### Layout detail, run 1

Window x 60 to 80, y 13 to 33 µm. Cells in grey, sequential cells in the stronger grey; small squares are vias.
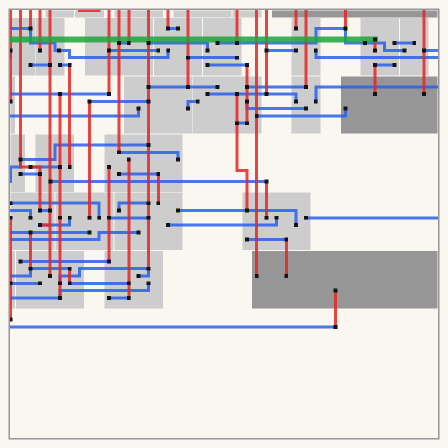
### Routed metal, one colour a layer, run 1

Scale: 4 px per µm.
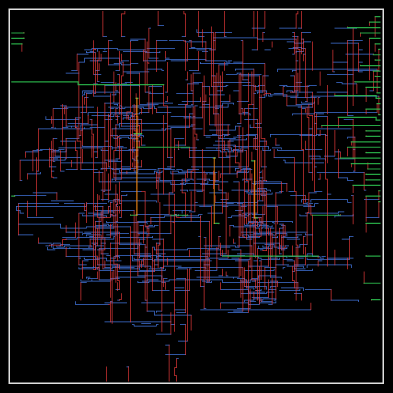
### Clock wires, drivers and flops, run 1

Scale: 3 px per µm.
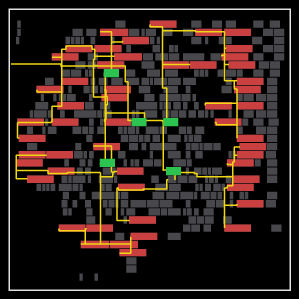
File: src/rtl/vga_frame_reader.sv
// vga_frame_reader
//   Generates 640x480@60 VGA timing and reads the downscaled grayscale frame
//   (80x60 or 40x30) from the downscaler's output RAM. The frame is upscaled
//   to full screen by nearest-neighbour replication (x8 or x16).
//
//   Optional build macro: VGA_TEST_PATTERN_EN
//     defined   -> pattern_sel = 1 shows h_cnt[7:0] ^ v_cnt[7:0] on visible pixels
//     undefined -> pattern_sel is ignored and no pattern logic is built
//
// Ports
//   clk          pixel clock (25 MHz nominal)
//   rst          asynchronous, active-high reset
//   sw           scale select, latched once per frame (0: 80x60 x8, 1: 40x30 x16)
//   img_done     RAM content valid flag; pixels are black while low
//   ram_data     RAM read data, valid 1 clk after ram_addr
//   pattern_sel  test pattern select (macro-dependent)
//   ram_addr     RAM read address (registered)
//   vga_r/g/b    grayscale pixel, all three equal
//   hsync/vsync  active-low syncs
//   de           active-high data enable
//   frame_start  1-clk pulse with pixel (0,0)
//
// Pipeline: stage 0 = counters (comb decode), stage 1 = ram_addr register /
// RAM returns data, stage 2 = output registers. Sync and de travel through
// the same two stages so they stay aligned with the pixel data.
module vga_frame_reader #(
  parameter int H_ACTIVE = 640,
  parameter int H_FP     = 16,
  parameter int H_SYNC   = 96,
  parameter int H_BP     = 48,
  parameter int V_ACTIVE = 480,
  parameter int V_FP     = 10,
  parameter int V_SYNC   = 2,
  parameter int V_BP     = 33
) (
  input  logic        clk,
  input  logic        rst,
  input  logic        sw,
  input  logic        img_done,
  input  logic [7:0]  ram_data,
  input  logic        pattern_sel,
  output logic [18:0] ram_addr,
  output logic [7:0]  vga_r,
  output logic [7:0]  vga_g,
  output logic [7:0]  vga_b,
  output logic        hsync,
  output logic        vsync,
  output logic        de,
  output logic        frame_start
);

  localparam int STAGES = 2;

  // 10-bit counters cover totals up to 1024 (800 x 525 for the default mode).
  localparam logic [9:0] H_ACT = 10'(H_ACTIVE);
  localparam logic [9:0] V_ACT = 10'(V_ACTIVE);
  localparam logic [9:0] HS_B  = 10'(H_ACTIVE + H_FP);
  localparam logic [9:0] HS_E  = 10'(H_ACTIVE + H_FP + H_SYNC);
  localparam logic [9:0] VS_B  = 10'(V_ACTIVE + V_FP);
  localparam logic [9:0] VS_E  = 10'(V_ACTIVE + V_FP + V_SYNC);
  localparam logic [9:0] H_MAX = 10'(H_ACTIVE + H_FP + H_SYNC + H_BP - 1);
  localparam logic [9:0] V_MAX = 10'(V_ACTIVE + V_FP + V_SYNC + V_BP - 1);

  // Side-band timing that rides along with the pixel.
  typedef struct packed {
    logic hs_n;
    logic vs_n;
    logic fs;
  } sync_t;

  localparam sync_t SYNC_IDLE = '{hs_n: 1'b1, vs_n: 1'b1, fs: 1'b0};

  logic [9:0]        h_cnt, v_cnt;
  logic              scale;
  logic              vis0;
  sync_t             sync0;
  logic [18:0]       addr0;
  logic [STAGES-1:0] vld_pipe;
  sync_t [STAGES-1:0] sync_pipe;
  logic              done1;
  logic [7:0]        pix1;
  logic [7:0]        rgb;

  // ---------------- counters + per-frame scale latch ----------------
  // sw is only sampled at the very last clock of the frame so a mid-frame
  // change never tears the picture.
  always_ff @(posedge clk or posedge rst) begin
    if (rst) begin
      h_cnt <= '0;
      v_cnt <= '0;
      scale <= 1'b0;
    end else if (h_cnt == H_MAX) begin
      h_cnt <= '0;
      if (v_cnt == V_MAX) begin
        v_cnt <= '0;
        scale <= sw;
      end else begin
        v_cnt <= v_cnt + 10'd1;
      end
    end else begin
      h_cnt <= h_cnt + 10'd1;
    end
  end

  // ---------------- stage 0: decode ----------------
  always_comb begin
    vis0       = (h_cnt < H_ACT) && (v_cnt < V_ACT);
    sync0.hs_n = !((h_cnt >= HS_B) && (h_cnt < HS_E));
    sync0.vs_n = !((v_cnt >= VS_B) && (v_cnt < VS_E));
    sync0.fs   = (h_cnt == 10'd0) && (v_cnt == 10'd0);
  end

  // Image address = iy*W + ix with W = 80 (64+16) or 40 (32+8), shift-add only.
  logic [18:0] ix, iy;
  always_comb begin
    ix = scale ? 19'(h_cnt >> 4) : 19'(h_cnt >> 3);
    iy = scale ? 19'(v_cnt >> 4) : 19'(v_cnt >> 3);
    addr0 = scale ? ((iy << 5) + (iy << 3) + ix)
                  : ((iy << 6) + (iy << 4) + ix);
  end

  // ---------------- stage 1: address out, RAM answers ----------------
  always_ff @(posedge clk or posedge rst) begin
    if (rst) begin
      ram_addr     <= '0;
      done1        <= 1'b0;
      vld_pipe[0]  <= 1'b0;
      sync_pipe[0] <= SYNC_IDLE;
    end else begin
      if (vis0) ram_addr <= addr0;   // holds through blanking
      done1        <= img_done;
      vld_pipe[0]  <= vis0;
      sync_pipe[0] <= sync0;
    end
  end

`ifdef VGA_TEST_PATTERN_EN
  logic [7:0] pat1;
  logic       psel1;

  always_ff @(posedge clk or posedge rst) begin
    if (rst) begin
      pat1  <= '0;
      psel1 <= 1'b0;
    end else begin
      pat1  <= h_cnt[7:0] ^ v_cnt[7:0];
      psel1 <= pattern_sel;
    end
  end

  assign pix1 = psel1 ? pat1 : (done1 ? ram_data : 8'd0);
`else
  logic unused_pattern_sel;
  assign unused_pattern_sel = pattern_sel;
  assign pix1 = done1 ? ram_data : 8'd0;
`endif

  // ---------------- stage 2: output registers ----------------
  always_ff @(posedge clk or posedge rst) begin
    if (rst) begin
      rgb          <= '0;
      vld_pipe[1]  <= 1'b0;
      sync_pipe[1] <= SYNC_IDLE;
    end else begin
      rgb          <= vld_pipe[0] ? pix1 : 8'd0;
      vld_pipe[1]  <= vld_pipe[0];
      sync_pipe[1] <= sync_pipe[0];
    end
  end

  assign vga_r       = rgb;
  assign vga_g       = rgb;
  assign vga_b       = rgb;
  assign de          = vld_pipe[STAGES-1];
  assign hsync       = sync_pipe[STAGES-1].hs_n;
  assign vsync       = sync_pipe[STAGES-1].vs_n;
  assign frame_start = sync_pipe[STAGES-1].fs;

endmodule

File: config.mk
export PLATFORM = sky130hd
export DESIGN_NAME = vga_frame_reader
export DESIGN_NICKNAME = d
export VERILOG_FILES = /design/src/rtl/vga_frame_reader.sv
export SDC_FILE = /design/constraint.sdc
export NUM_CORES = 1
export LEC_CHECK = 0
export CORE_MARGIN = 1.5
export CORE_UTILIZATION = 40
export DETAILED_ROUTE_END_ITERATION = 10
export PLACE_DENSITY = 0.66
export REMOVE_ABC_BUFFERS = 1
export SYNTH_ARGS = -nofsm -noshare
export SYNTH_HDL_FRONTEND = slang
export SYNTH_SLANG_ARGS = --single-unit
File: constraint.sdc
create_clock -name clk -period 3.4 [get_ports clk]
set_input_delay 0.51 -clock clk [delete_from_list [all_inputs] [get_ports clk]]
set_output_delay 0.51 -clock clk [all_outputs]
set_load 0.01 [all_outputs]
==> metrics.cfg, run 1 <==
[yosys]
async_flop_share_pct = 100
top_cell = sky130_fd_sc_hd__dfrtp_1
unique_cell_type_count_in_the_yosys_netlist = 52
yosys-stat-area_mm2 = 0.00325
number_of_instances_in_the_synthesized_netlist = 332
ys_top_cells_by_count = sky130_fd_sc_hd__dfrtp_1 (48), sky130_fd_sc_hd__nand2_1 (32), sky130_fd_sc_hd__o21ai_0 (29)
synth_flops = 52
synthFlopType = sky130_fd_sc_hd__dfrtp_1
synth_stat.cells = 332
synth.cell_area_mm2 = 0.00325
synthDominantAreaCellType = sky130_fd_sc_hd__dfrtp_1
yosys.area.top_type_share_pct = 37.0
post_synth.cell_area_avg_um2 = 9.79
yosysSeqAreaShare_pct = 40.2

[worst_setup_path]
crit_path_cell_trace = buf_4, mux2_2, ha_1, ha_1, fa_1, a211oi_1, o21ai_0, a21oi_1, xor2_1, a311oi_1
worst-r2r-setup-slack_ps = 270
worstPathArrival_ps = 3330
crit_path_start_kind = register
timing.critical_path.depth = 10
rr_endpoint = ram_addr[10]
timing.rr.start = scale
critical_path_class = reg -> reg
worstSetupEndpointType = register
critical_path.startpoint = scale
cell_seen_most_often_among_critical_path_stages = sky130_fd_sc_hd__ha_1
crit_path_end = ram_addr[10]
critPathMaxStageDelay_ps = 580
worst_path_dominant_cell_family = AND-OR/OR-AND gates
crit_path_top_delay_cell = sky130_fd_sc_hd__dfrtp_1

[timing]
finalWorstPathRequiredPeriod_ps = 3130
slew_viol_final = 0
final_cycle_utilization_of_the_critical_path_pct = 92.0
final_setup_violation_count = 0
tns_ps = 0
slew_headroom_pct = 30.2
max_slew.worst_pin.slew_ps = 1050
fmaxAchievable_ghz = 0.320
grt_setup_unrepaired = false
final_hold_fails = 0

[global_routing]
global_route.overflow_total = 0
grt_pass1_vias = 2217
initial_antenna_violation_count = 0
pin_count_of_the_biggest_net_entering_global_routing = 53
grt_pass1_wl_um = 10200

[power_and_ir_drop]
swShare_pct = 23.5
pwr-share-clk_pct = 34.2
power.switching_mw = 0.259
vdd_drop_max_mv = 0.201
sequentialPowerShare_pct = 57.6
share_comb_of_total_power_pct = 8.2
power.leakage_nw = 1.78
cell_internal_pwr_mw = 0.846

[routing]
detail_route.first_pass.iterations = 6
detailedRoute.firstIterationViolations = 49
detail-route-antenna-nets = 0
vias_per_cell = 5.06
drt_drc_violations_left = 0

[clocking]
max-clock-path-buffers = 2
clockRootBuffer = sky130_fd_sc_hd__clkbuf_8
numCtsBuffers = 5
cts_hold_buf = 0
clock-sinks = 52
clock_edge_transition_at_the_registers_on_the_reported_setup_and_hold_paths_ps = 90
cts_post_setup_buffers_inserted = 0
total_of_cells_resized_after_clock_tree_synthesis = 0
htreeDepth = 2

[floorplan]
core.rowCount = 32
floorplan.initialDensity_pct = 41.6
core_area_mm2 = 0.00781
die_height_um = 93.1
io_pins = 60
chipArea_mm2 = 0.00867
floorplan.die.width_um = 93.1

[cells_and_area]
flow.area_growth_from_synthesis_pct = 17.4
antenna-diode-count = 0
post-route-util_pct = 48.8
design.final.nets = 402
instances_no_fill = 464

[placement]
place.detailed.instances = 456
routabilityCongestion = 0.838
buffer_ports.inserted = 53
post-dp-hpwl_um = 4530

[min_path]
min_path_type = reg -> reg
timing.hold.worst.start = sync_pipe[1]

[status]
outcome = finished, final reports clean

[run]
max-cap-violations = 0
tool_warnings = 28

About 'Layout detail':
Red is met2. Green is met3. Blue is met1.
Netlist names of flops here include ram_addr (1). 19 logic cells have their middle in the window. Sequential cells in the window: 1.

About 'Routed metal, one colour a layer':
Orange is met4, wire length 59.8 µm. Blue is met1, wire length 2,810 µm. Red is met2, wire length 2,880 µm. Green is met3, wire length 261 µm.
via total after detailed routing: 2,349
Routed wire per std cell: 13.0 µm
total routed wirelength: 6010 µm
overall global routing resource usage: 14.6%

About 'Clock wires, drivers and flops':
Yellow is clock wires, length 636 µm. Red is flip-flops, count 52. Green is cells driving clock nets, count 5.
There are 6 routed clock nets. Position of the flops: spread over the die.
clock skew: 7.98 ps
later-pin clock latency in the skew report: 310 ps

[run 1: registers in the layout, indices dropped and copies added (netlist names)]
register,flops
v_cnt,10
vsync,1
done1,1
hsync,1
de,1
vld_pipe,1
h_cnt,10
vga_b,8
ram_addr,14
sync_pipe,3
frame_start,1
scale,1
[run 1: cells in the final DEF (no fill, tap or decap), types with 3 or more instances in the layout]
cell type,instances
sky130_fd_sc_hd__clkdlybuf4s50_1,53
sky130_fd_sc_hd__dfrtp_1,48
sky130_fd_sc_hd__nand2_1,32
sky130_fd_sc_hd__o21ai_0,29
sky130_fd_sc_hd__ha_1,25
sky130_fd_sc_hd__inv_1,15
sky130_fd_sc_hd__nor2_1,14
sky130_fd_sc_hd__and3_1,11
sky130_fd_sc_hd__mux2i_1,10
sky130_fd_sc_hd__xnor2_1,10
sky130_fd_sc_hd__a211oi_1,8
sky130_fd_sc_hd__xor2_1,8
sky130_fd_sc_hd__nand4_1,6
sky130_fd_sc_hd__clkbuf_8,6
sky130_fd_sc_hd__nand2b_1,5
sky130_fd_sc_hd__a21o_1,5
sky130_fd_sc_hd__nand3_1,5
sky130_fd_sc_hd__mux2_2,5
sky130_fd_sc_hd__conb_1,5
sky130_fd_sc_hd__buf_4,5
sky130_fd_sc_hd__a21oi_1,4
sky130_fd_sc_hd__nor3_1,4
sky130_fd_sc_hd__dfstp_2,4
sky130_fd_sc_hd__o211ai_1,3
sky130_fd_sc_hd__nor2b_1,3
sky130_fd_sc_hd__nor4_1,3
sky130_fd_sc_hd__fa_1,3
[run 1: power groups by stage]
stage                     Sequential, mW  Clock (mW)  Combinational, mW
after floorplan                    0.661           0             0.0228
after global placement             0.648           0             0.0915
after detailed placement           0.649           0             0.0926
after CTS                          0.637       0.389             0.0928
after global routing               0.638       0.406             0.0995
final                              0.636       0.378             0.0908
[run 1: cell families (layout without fill, tap and decap cells)]
logic type | Yosys count | after routing | share of synthesized area (%)
other | 1 | 5 | 0.115
adder cells (fa/ha/maj) | 28 | 28 | 11.5
multiplexers | 16 | 16 | 5.28
AND/OR/NAND/NOR | 95 | 95 | 16.0
buffers and inverters | 57 | 83 | 9.43
AND-OR/OR-AND | 65 | 65 | 12.7
XOR/XNOR | 18 | 18 | 4.85
flip-flops | 52 | 52 | 40.2
[run 1: routing by layer]
metal	part of all wire, %	GRT usage [%]
met1	47	19.1
met2	48	25.2
met3	4.3	2.28
met4	0.98	3.79
met5	0	0
[run 1: stage by stage]
| step | setup slack, ps | hold WS (ps) | cell area (µm²) | power, mW |
|---|---|---|---|---|
| floorplan | 126 | 331 | 3020 | 0.683 |
| global placement | 339 | 344 | 3720 | 0.739 |
| detailed placement | 251 | 339 | 3720 | 0.741 |
| CTS | 242 | 361 | 3810 | 1.12 |
| global route | 76.5 | 368 | 3810 | 1.14 |
| finish | 274 | 361 | 3810 | 1.11 |
[run 1: area by class of cell]
class,instances,area (µm²)
inverters,17,63.8
fillers,746,3990
flip-flops and latches,52,1310
clock inverters,2,13.8
well taps,102,128
repair buffers,58,568
clock buffers,6,82.6
multi-input cells,227,1650
--- run 2 (diff from run 1) ---
--- a/config.mk
+++ b/config.mk
@@ -8,6 +8,7 @@
 export CORE_MARGIN = 1.5
 export CORE_UTILIZATION = 40
 export DETAILED_ROUTE_END_ITERATION = 10
+export GPL_TIMING_DRIVEN = 1
 export PLACE_DENSITY = 0.66
 export REMOVE_ABC_BUFFERS = 1
 export SYNTH_ARGS = -nofsm -noshare
==> metrics.cfg, run 2 <==
[placement]
dpl-instance-area_mm2 = 0.00372  ; unchanged

[cells_and_area]
layout_top_cells_excl_fill_tap = sky130_fd_sc_hd__clkdlybuf4s50_1 (53), sky130_fd_sc_hd__dfrtp_1 (48), sky130_fd_sc_hd__nand2_1 (32)
n_fill_cell = 746  ; unchanged
design.final.nets = 402  ; unchanged
reg.largest.list = ram_addr (14), h_cnt (10), v_cnt (10)
flow.area_growth_from_synthesis_pct = 17.4  ; unchanged
layout.cell_area.non_filler_mm2 = 0.00381  ; unchanged

[clocking]
clock-sinks = 52  ; unchanged
clock_edge_transition_at_the_registers_on_the_reported_setup_and_hold_paths_ps = 90  ; about the same
later_pin_clock_latency_in_the_skew_report_ps = 310  ; about the same

[timing]
fin_skew_ps = 7.98  ; unchanged
final_cycle_utilization_of_the_critical_path_pct = 92.0  ; unchanged
tns_ps = 0  ; unchanged
slew_headroom_pct = 30.2  ; unchanged
finalWorstPathRequiredPeriod_ps = 3130  ; unchanged
max_slew.worst_pin.slew_ps = 1050  ; unchanged

[global_routing]
grt_pass1_wl_um = 10200  ; unchanged
gr-usage-all-layers_pct = 14.6  ; unchanged
pin_count_of_the_biggest_net_entering_global_routing = 53  ; unchanged
global_route.overflow_total = 0  ; unchanged
grt_pass1_vias = 2217  ; unchanged

[floorplan]
io_pins = 60  ; unchanged
chipArea_mm2 = 0.00867  ; unchanged
core_area_mm2 = 0.00781  ; unchanged

[routing]
detailroute.via_count = 2349  ; unchanged
detail_route.first_pass.iterations = 6  ; unchanged
drt_drc_violations_left = 0  ; unchanged
detailedRoute.firstIterationViolations = 49  ; unchanged
vias_per_cell = 5.06  ; unchanged

[yosys]
yosys-stat-area_mm2 = 0.00325  ; unchanged
synthDominantAreaCellType = sky130_fd_sc_hd__dfrtp_1
synth_stat.cells = 332  ; unchanged
number_of_instances_in_the_synthesized_netlist = 332  ; unchanged
synth.cell_area_mm2 = 0.00325  ; unchanged
ys_top_cells_by_count = sky130_fd_sc_hd__dfrtp_1 (48), sky130_fd_sc_hd__nand2_1 (32), sky130_fd_sc_hd__o21ai_0 (29)
top_cell = sky130_fd_sc_hd__dfrtp_1

[min_path]
min_path_type = reg -> reg

[power_and_ir_drop]
vdd_drop_max_mv = 0.201  ; unchanged

[status]
outcome = finished, final reports clean

[worst_setup_path]
rr_endpoint = ram_addr[10]
timing.rr.start = scale
crit_path_start_kind = register
worstPathArrival_ps = 3330  ; about the same

run 2: metal layers:
metal  up-vias  GRT usage [%]  wire [µm]
met2        59           25.2       2880
met5         -              0          0
li1       1193              -          -
met3         7           2.28        261
met4         0           3.79         59
met1      1090           19.1       2810
run 2: report_power, final:
part	total [mW]	switching, mW	internal [mW]
Clock	0.378	0.211	0.167
Combinational	0.0908	0.0398	0.0510
Sequential	0.636	0.00832	0.628
run 2: metrics by stage:
step	setup slack, ps	total power, mW	hold slack [ps]	std cells
finish	274	1.11	361	464
global route	76.5	1.14	368	464
CTS	242	1.12	361	464
detailed placement	251	0.741	339	456
global placement	339	0.739	344	456
floorplan	126	0.683	331	296
run 2: final cells by class:
type / count / area, µm² / area share (%)
clock buffers: 6 / 82.6 / 2.17
repair buffers: 58 / 568 / 14.9
well taps: 102 / 128 / 3.35
multi-input cells: 227 / 1650 / 43.3
inverters: 17 / 63.8 / 1.67
clock inverters: 2 / 13.8 / 0.361
flip-flops and latches: 52 / 1310 / 34.3
run 2: logic make-up after synthesis:
kind of cell / count (synthesis) / share of synthesized area, %
mux: 16 / 5.28
flops: 52 / 40.2
fa+ha+maj: 28 / 11.5
other cells: 1 / 0.115
simple gates: 95 / 16.0
buf+inv: 57 / 9.43
compound gates: 65 / 12.7
xor+xnor: 18 / 4.85
run 2: critical path, cell delays in order, from the launching register on:
cell                       delay [ps]
sky130_fd_sc_hd__dfrtp_1          580
sky130_fd_sc_hd__buf_4            240
sky130_fd_sc_hd__mux2_2           340
sky130_fd_sc_hd__ha_1             180
sky130_fd_sc_hd__ha_1             220
sky130_fd_sc_hd__fa_1             430
sky130_fd_sc_hd__a211oi_1         320
sky130_fd_sc_hd__o21ai_0          160
sky130_fd_sc_hd__a21oi_1          200
sky130_fd_sc_hd__xor2_1            80
sky130_fd_sc_hd__a311oi_1         270
run 2: worst max path at each step:
stage | slack (ps) | endpoint
3_5_place_dp | 250 | ram_addr[10]
5_1_grt | 80 | ram_addr[10]
6_report | 270 | ram_addr[10]
2_1_floorplan | 130 | ram_addr[10]
3_3_place_gp | 340 | ram_addr[10]
4_1_cts | 240 | ram_addr[10]
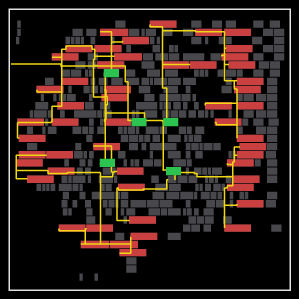
*Clock wires, drivers and flops, run 2*
Scale: 3 px per µm.
Yellow is clock wires, length 636 µm. Red is flip-flops, count 52. Green is cells driving clock nets, count 5.
There are 6 routed clock nets.
clock share of power: 34.2%
clock network power: 0.378 mW

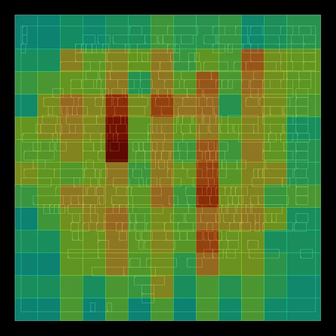
*Congestion heat map, run 2*
grt met3 use: 2.28%
met1 track demand over resource in global routing: 19.1%
final core utilization: 48.8%
highest-utilization routing layer at the global route stage: met2

--- run 3 (diff from run 2) ---
--- a/config.mk
+++ b/config.mk
@@ -5,7 +5,8 @@
 export SDC_FILE = /design/constraint.sdc
 export NUM_CORES = 1
 export LEC_CHECK = 0
-export CORE_MARGIN = 1.5
+export CAP_MARGIN = 20
+export CORE_MARGIN = 2
 export CORE_UTILIZATION = 40
 export DETAILED_ROUTE_END_ITERATION = 10
 export GPL_TIMING_DRIVEN = 1
==> metrics.cfg, run 3 <==
[power_and_ir_drop]
vdd_drop_max_mv = 0.165  ; -18%
power.switching_mw = 0.248  ; -4.3%
swShare_pct = 21.7  ; -1.8 points
share_comb_of_total_power_pct = 8.2  ; about the same
sequentialPowerShare_pct = 55.5  ; -2.1 points
totalPowerFinal_mw = 1.15  ; +3.6%
cell_internal_pwr_mw = 0.897  ; +6.1%

[global_routing]
grt_pass1_wl_um = 10400  ; +2.2%
grt_pass1_vias = 2221  ; +0.18%
global_route.overflow_total = 0  ; unchanged
pin_count_of_the_biggest_net_entering_global_routing = 53  ; unchanged
gr-usage-all-layers_pct = 14.8  ; +0.20 points

[clocking]
clock_edge_transition_at_the_registers_on_the_reported_setup_and_hold_paths_ps = 90  ; about the same
later_pin_clock_latency_in_the_skew_report_ps = 310  ; about the same
cts_tree = done
clock-sinks = 52  ; unchanged

[timing]
tns_ps = 0  ; unchanged
slew_headroom_pct = 46.7  ; +16 points
finalWorstPathRequiredPeriod_ps = 3140  ; +16.0 ps
setup_slack_ps = 258  ; -16.0 ps
final_cycle_utilization_of_the_critical_path_pct = 92.4  ; +0.47 points
whs_ps = 359  ; -1.68 ps
slew_viol_final = 0
max_slew.worst_pin.slew_ps = 794  ; -252 ps

[worst_setup_path]
critPathMaxStageDelay_ps = 570  ; about the same
worst_path_dominant_cell_family = AND-OR/OR-AND gates
cell_seen_most_often_among_critical_path_stages = sky130_fd_sc_hd__ha_1
crit_path_top_delay_cell = sky130_fd_sc_hd__dfrtp_1
worstPathArrival_ps = 3350  ; +20 ps
critical_path.n_buffers_inverters = 1  ; unchanged
rr_endpoint = ram_addr[10]
crit_path_start_kind = register

[routing]
drt_drc_violations_left = 0  ; unchanged
met3RoutedLength_um = 266  ; +1.9%
detail_route.first_pass.iterations = 4  ; -2
route.met2.wl_um = 2890  ; +0.56%
topRoutingLayerUsed = met4
detailroute.via_count = 2383  ; +1.4%
vias_per_cell = 5.14  ; +1.4%
detail_route.wirelength.met1_um = 2810  ; unchanged

[cells_and_area]
reg.largest.list = ram_addr (14), h_cnt (10), v_cnt (10)
post-route-util_pct = 49.2  ; +0.34 points
instances_no_fill = 464  ; unchanged
layout.cell_area.non_filler_mm2 = 0.00384  ; +0.69%
layout_top_cells_excl_fill_tap = sky130_fd_sc_hd__clkdlybuf4s50_1 (53), sky130_fd_sc_hd__dfrtp_1 (48), sky130_fd_sc_hd__nand2_1 (32)
design.final.nets = 403  ; +0.25%
n_fill_cell = 757  ; +1.5%
flow.area_growth_from_synthesis_pct = 18.2

[yosys]
ys_top_cells_by_count = sky130_fd_sc_hd__dfrtp_1 (48), sky130_fd_sc_hd__nand2_1 (32), sky130_fd_sc_hd__o21ai_0 (29)
synthDominantAreaCellType = sky130_fd_sc_hd__dfrtp_1
yosysSeqAreaShare_pct = 40.2
synth_stat.cells = 332  ; unchanged
top_cell = sky130_fd_sc_hd__dfrtp_1
yosys-stat-area_mm2 = 0.00325  ; unchanged
synth.cell_area_mm2 = 0.00325  ; unchanged
number_of_instances_in_the_synthesized_netlist = 332  ; unchanged

[placement]
detailedPlace.worstSlack_ps = 272  ; +21.1 ps
dpl-instance-area_mm2 = 0.00372  ; unchanged
place.detailed.instances = 456  ; unchanged

[floorplan]
core_area_mm2 = 0.00781  ; unchanged
io_pins = 60  ; unchanged
chipArea_mm2 = 0.00886  ; +2.2%

[min_path]
min_path_type = reg -> reg

[status]
outcome = finished, final reports clean

==> run 3: netlist changes by cell type in the layout (fill, tap and decap cells not counted) <==
cell                        previous run  this run
sky130_fd_sc_hd__bufinv_16             0         1
sky130_fd_sc_hd__clkbuf_8              6         5
sky130_fd_sc_hd__clkbuf_1              0         1
sky130_fd_sc_hd__clkinv_2              1         0
sky130_fd_sc_hd__inv_6                 1         0
sky130_fd_sc_hd__buf_12                0         1
==> run 3: power by group through the flow <==
stage	combinational (mW)	clock, mW	sequential, mW
6_report	0.0934	0.416	0.636
5_1_grt	0.102	0.453	0.638
4_1_cts	0.0927	0.423	0.636
3_5_place_dp	0.0925	0	0.648
3_3_place_gp	0.0916	0	0.648
2_1_floorplan	0.0228	0	0.661
==> run 3: layout make-up <==
class                           instances  area [µm²]  share of cell area [%]
Clock buffer                            6        72.6                    1.89
Inverter                               17        63.8                    1.66
Multi-Input combinational cell        227        1650                    43.0
Tap cell                              102         128                    3.32
Timing Repair Buffer                   59         588                    15.3
Sequential cell                        52        1310                    34.0
Clock inverter                          1        30.0                   0.782
==> run 3: kinds of logic (layout without fill, tap and decap cells) <==
logic type | after synthesis | in the layout | share of synthesized area [%]
mux | 16 | 16 | 5.28
other cells | 1 | 5 | 0.115
buf+inv | 57 | 83 | 9.43
flops | 52 | 52 | 40.2
compound gates | 65 | 65 | 12.7
fa+ha+maj | 28 | 28 | 11.5
xor+xnor | 18 | 18 | 4.85
simple gates | 95 | 95 | 16.0
==> run 3: worst reg2reg max path, stage by stage (launching register included) <==
cell                       delay, ps
sky130_fd_sc_hd__dfrtp_1         570
sky130_fd_sc_hd__buf_4           270
sky130_fd_sc_hd__mux2_2          350
sky130_fd_sc_hd__ha_1            180
sky130_fd_sc_hd__ha_1            220
sky130_fd_sc_hd__fa_1            430
sky130_fd_sc_hd__a211oi_1        320
sky130_fd_sc_hd__o21ai_0         170
sky130_fd_sc_hd__a21oi_1         200
sky130_fd_sc_hd__xor2_1           80
sky130_fd_sc_hd__a311oi_1        260
==> run 3: layer usage <==
| layer | track usage (%) | up-vias |
|---|---|---|
| met3 | 3.13 | 7 |
| li1 | - | 1189 |
| met2 | 24.9 | 55 |
| met1 | 19.2 | 1132 |
| met4 | 4.35 | 0 |
| met5 | 0 | - |
==> run 3: worst max path at each step <==
stage                     start            to  cells after the start
final                     scale  ram_addr[10]                     10
after global routing      scale  ram_addr[10]                     10
after CTS                 scale  ram_addr[10]                     10
after detailed placement  scale  ram_addr[10]                     10
after global placement    scale  ram_addr[10]                     10
after floorplan           scale  ram_addr[10]                      9
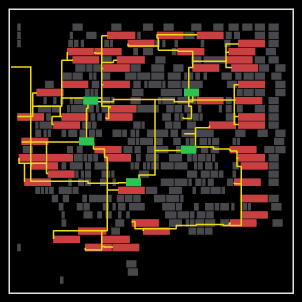
*Clock wires, drivers and flops, run 3*
Scale: 3 px per µm.
Red is flip-flops, count 52. Green is cells driving clock nets, count 5. Yellow is clock wires, length 661 µm.
Position of the flops: spread over the die.
clock share of power: 36.3%
clock skew: 6.37 ps
clock network power: 0.416 mW

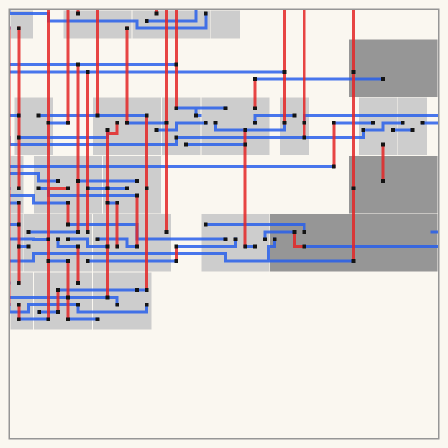
*Layout detail, run 3*
Window x 61 to 81, y 14 to 34 µm. Cells in grey, sequential cells in the stronger grey; small squares are vias.
Red is met2. Blue is met1.
Netlist names of flops here include ram_addr (1). 15 logic cells have their middle in the window. Sequential cells in the window: 1.

Power is estimated from default activity; no workload was simulated.
